[src/rtl/sort_out_serializer.sv]
// Group queue behind the 4-element sorter, streamed one element per val/rdy transfer (in0 first).
// Latency: group enqueued at edge t is presented in cycle t+1; out_* are comb from registered state.
// Backpressure: out_rdy=0 holds the element; a full queue drops the group (sticky overflow). Option: SORT_OUT_SERIALIZER_ORDER_CHECK_EN.
module sort_out_serializer #(
  parameter int p_nbits = 1,
  parameter int p_depth = 2
) (
  input  logic                         clk,
  input  logic                         reset,
  input  logic                         in_val,
  input  logic [p_nbits-1:0]           in0,
  input  logic [p_nbits-1:0]           in1,
  input  logic [p_nbits-1:0]           in2,
  input  logic [p_nbits-1:0]           in3,
  output logic [$clog2(p_depth+1)-1:0] in_space,
  output logic                         overflow,
  output logic                         out_val,
  input  logic                         out_rdy,
  output logic [p_nbits-1:0]           out_msg,
  output logic                         out_last,
  output logic                         order_err
);

  localparam int c_pw = $clog2(p_depth);
  localparam int c_cw = $clog2(p_depth + 1);
  localparam logic [c_pw-1:0] c_ptr_one = c_pw'(1);
  localparam logic [c_cw-1:0] c_depth   = c_cw'(p_depth);

  typedef logic [3:0][p_nbits-1:0] group_t;

  group_t          mem [p_depth];
  logic [c_pw-1:0] wr_ptr;
  logic [c_pw-1:0] rd_ptr;
  logic [c_cw-1:0] count;
  logic [c_cw-1:0] count_next;
  logic [c_cw-1:0] in_space_r;
  logic [1:0]      idx;
  logic            overflow_r;

  logic full;
  logic push;
  logic xfer;
  logic pop;

  // Full is judged on the registered count: a same-cycle pop never frees a slot.
  always_comb begin
    full       = (count == c_depth);
    push       = in_val && !full;
    xfer       = (count != '0) && out_rdy;
    pop        = xfer && (idx == 2'd3);
    count_next = count + c_cw'(push) - c_cw'(pop);
  end

  always_ff @(posedge clk) begin
    if (!reset) begin
      wr_ptr     <= '0;
      rd_ptr     <= '0;
      count      <= '0;
      idx        <= '0;
      in_space_r <= c_depth;
      overflow_r <= 1'b0;
      for (int i = 0; i < p_depth; i++) begin
        mem[i] <= '0;
      end
    end else begin
      if (push) begin
        mem[wr_ptr] <= {in3, in2, in1, in0};
        wr_ptr      <= wr_ptr + c_ptr_one;
      end
      if (in_val && full) begin
        overflow_r <= 1'b1;
      end
      if (xfer) begin
        idx <= idx + 2'd1;
      end
      if (pop) begin
        rd_ptr <= rd_ptr + c_ptr_one;
      end
      count      <= count_next;
      in_space_r <= c_depth - count_next;
    end
  end

  always_comb begin
    out_val  = (count != '0);
    out_msg  = mem[rd_ptr][idx];
    out_last = out_val && (idx == 2'd3);
  end

  assign in_space = in_space_r;
  assign overflow = overflow_r;

`ifdef SORT_OUT_SERIALIZER_ORDER_CHECK_EN
  logic order_bad;
  logic order_err_r;

  // Only groups that actually enter the queue are checked.
  assign order_bad = (in0 > in1) || (in1 > in2) || (in2 > in3);

  always_ff @(posedge clk) begin
    if (!reset) begin
      order_err_r <= 1'b0;
    end else if (push && order_bad) begin
      order_err_r <= 1'b1;
    end
  end

  assign order_err = order_err_r;
`else
  assign order_err = 1'b0;
`endif

`ifndef SYNTHESIS
  always_ff @(posedge clk) begin
    if (reset) begin
      assert (!$isunknown(in_val)) else $error("in_val is X");
      assert (!$isunknown(out_rdy)) else $error("out_rdy is X");
      assert (count <= c_depth) else $error("count exceeds depth");
    end
  end

  function automatic string line_trace();
    string s_out;
    if (out_val && out_rdy) begin
      s_out = $sformatf("%h", out_msg);
    end else if (out_val) begin
      s_out = "#";
    end else begin
      s_out = ".";
    end
    return $sformatf("%0d|q:%0d %0d|%s", in_space, count, idx, s_out);
  endfunction
`endif

endmodule

[config.mk]
export PLATFORM = sky130hd
export DESIGN_NAME = sort_out_serializer
export DESIGN_NICKNAME = d
export VERILOG_FILES = /design/src/rtl/sort_out_serializer.sv
export SDC_FILE = /design/constraint.sdc
export NUM_CORES = 1
export LEC_CHECK = 0
export ABC_CLOCK_PERIOD_IN_PS = 4400
export CAP_MARGIN = 20
export CORE_MARGIN = 3
export CORE_UTILIZATION = 53
export CTS_CLUSTER_DIAMETER = 150
export DETAILED_ROUTE_END_ITERATION = 10
export GPL_ROUTABILITY_DRIVEN = 0
export PLACE_DENSITY = 0.81
export SLEW_MARGIN = 20
export SYNTH_ARGS = -nofsm -noshare
export SYNTH_HDL_FRONTEND = slang
export SYNTH_SLANG_ARGS = --single-unit
export TNS_END_PERCENT = 1
[constraint.sdc]
create_clock -name clk -period 4.4 [get_ports clk]
set_input_delay 1.1 -clock clk [delete_from_list [all_inputs] [get_ports clk]]
set_output_delay 1.1 -clock clk [all_outputs]
set_load 0.02 [all_outputs]
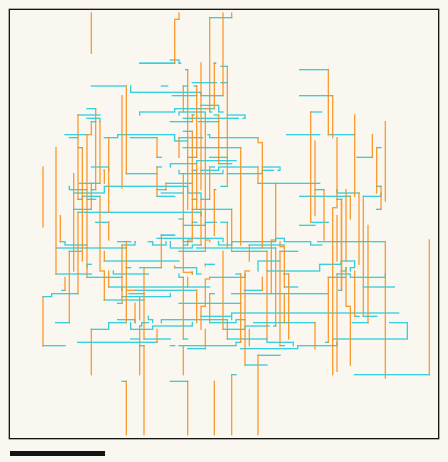
Fig. 1. Routed metal, one colour a layer.
Scale bar: 10 um. Two of the layers only.
colour	layer	wire length
cyan	metal 1	551 um
orange	metal 2	741 um

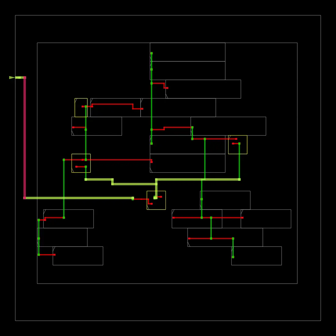
Fig. 2. Clock routing.
clock skew: 0.006688 ns
Clock Power: 0.0814 mW
number of clock-tree buffers in the layout: 3
CTS sink cnt: 17

==> reports/qor.tcl <==
set qor(post_syn_nets) 86
set qor(first_global_vias) 566
set qor(syn-mean-instance-area_um2) 10.52
set qor(ctsRootBufferMaster) {sky130_fd_sc_hd__clkbuf_4}
set qor(max_cap_violations) 0
set qor(met2_usage_pct) 28.37
set qor(flops) 17
set qor(via_per_inst) 5.385
set qor(layout.cell_area.non_filler_um2) 953.4
set qor(ir_drop_mv) 0.2545
set qor(synth_seq_share_pct) 52.58
set qor(crit_path_max_fanout) 2
set qor(floorplan.rows) 13
set qor(cell_type_with_the_largest_total_area_after_synthesis) {sky130_fd_sc_hd__edfxtp_1}
set qor(hold-path-endpoint) {overflow}
set qor(yosys.cell_count.top_type) {sky130_fd_sc_hd__nor2_1}
set qor(status) {complete, no violations}
set qor(grt_first_pass_wirelength_um) 2415
set qor(clock_latency_ns) 0.29
set qor(die-height_um) 44.84
set qor(cts_resized) 0
set qor(multi_input_comb_area_um2) 334.1
set qor(hold_path_startpoint) {overflow}
set qor(edff_count_synth) 8
set qor(comb_area_share_pct) 35.04
set qor(largest_net_degree_at_the_start_of_global_routing) 11
set qor(grt.total_usage_pct) 16.92
set qor(r2r_setup_slack_ns) 2.61
set qor(critical_path.n_buffers_inverters) 1
set qor(top_power_group) {registers}
set qor(num-nonclk-buffers) 13
set qor(cts_post_setup_buffers_inserted) 0
set qor(route.antenna.remaining_nets) 0
set qor(worst-endpoint-arrival_ns) 1.99
set qor(instances_no_fill) 104
set qor(r2r.worst_path.cells) 8
set qor(finalClockPeriodUsage_pct) 70.14
set qor(clk_transition_reported_paths_ns) 0.10
set qor(hold_slack_final_ns) 0.4898
set qor(synthXorXnorAreaFrac_pct) 4.382
set qor(layout.filler_cells) 106
set qor(gr_overflow_total) 0
set qor(placedInstanceArea_um2) 925.9
set qor(dr.max_layer_used) {met4}
set qor(lay_top_count) {sky130_fd_sc_hd__clkdlybuf4s50_1}
set qor(yosys-top-cells-area) {sky130_fd_sc_hd__edfxtp_1 30%, sky130_fd_sc_hd__dfxtp_1 23%, sky130_fd_sc_hd__mux4_2 5.6%, sky130_fd_sc_hd__nor2_1 4.7%, sky130_fd_sc_hd__xor2_1 4.4%}
set qor(pwr_cell_area_nw_per_um2) 359.2
set qor(synth.comb.largest_family) {simple AND/OR/NAND/NOR gates}
set qor(cts.htree.levels) 1
set qor(top_usage_layer) {met2}
set qor(first_pass_iters) 4
set qor(die_width_um) 44.84
set qor(pre_cts_slack_ns) 1.552
set qor(drive_gt1_share_pct) 12.36
set qor(layout_setup_ws_ns) 1.314
set qor(postSynth.asyncResetShare_pct) 0
set qor(total_cells_reported_by_yosys_after_synthesis) 76
set qor(timing_max_transition_violations_final) 0
set qor(tapcell.inserted) 15
set qor(number_of_warning_messages_in_the_logs) 26
set qor(dr_total_vias) 560
set qor(rr_startpoint) {idx[0]}
set qor(cts_buffers) 3
set qor(comb-power_mw) 0.0722
set qor(n_multi_input_combinational_cell) 49
set qor(max_slew.worst_pin.slew_ns) 0.6024
set qor(timing_worst_setup_path_type) {reg -> out}
set qor(top_cells_by_count) {10 x sky130_fd_sc_hd__nor2_1, 9 x sky130_fd_sc_hd__dfxtp_1, 8 x sky130_fd_sc_hd__edfxtp_1}
set qor(worst_slew_margin_relative_to_its_limit_pct) 59.42
set qor(top_cell_area_share_pct) 30.05
set qor(antenna-diode-count) 0
set qor(seq_area_share_pct) 44.09
set qor(worst_path_largest_cell_delay_ns) 0.54
set qor(clk_share_pct) 2.887
set qor(setup-violations-final) 0
set qor(drt-met1-wl_um) 551
set qor(totalPowerFinal_mw) 0.3424
set qor(hold_path.class) {reg -> reg}
set qor(synth_cell_types) 29
set qor(largest_register_ffs) 8
set qor(clockBufferDepth) 2
set qor(timing.critical_path.slowest_stage_cell) {sky130_fd_sc_hd__clkdlybuf4s50_1}
set qor(largestRegisters) {mem: 8 flops, count: 2 flops, idx: 2 flops}
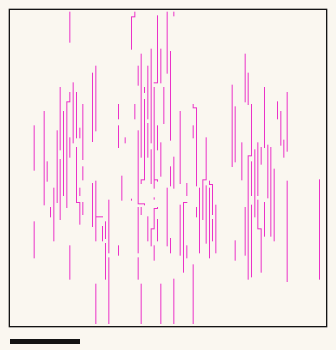
Fig. 3. The metal 2 layer.
Scale bar: 10 um.
longest straight run	17.5 um
main direction	vertical
share of all routed wire	54%
wire length on this layer	741 um
nets with wire on the layer	84

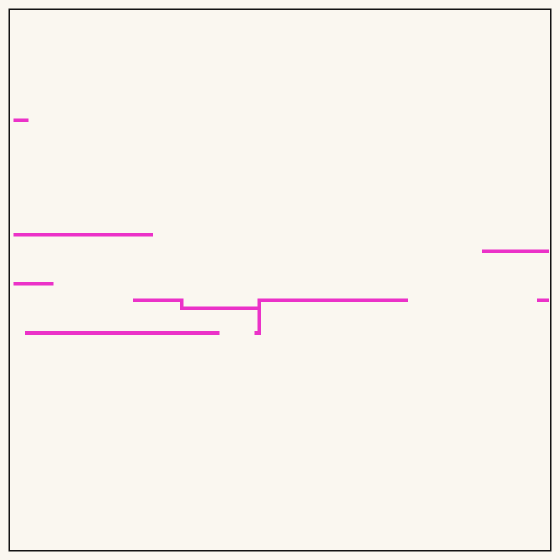
Fig. 4. Metal 3.
share of all routed wire	4.6%
main direction	horizontal
longest straight run	15.9 um
wire length on this layer	63.2 um
nets with wire on the layer	6

Power figures rest on the tool's default switching activity, not on a simulated workload.
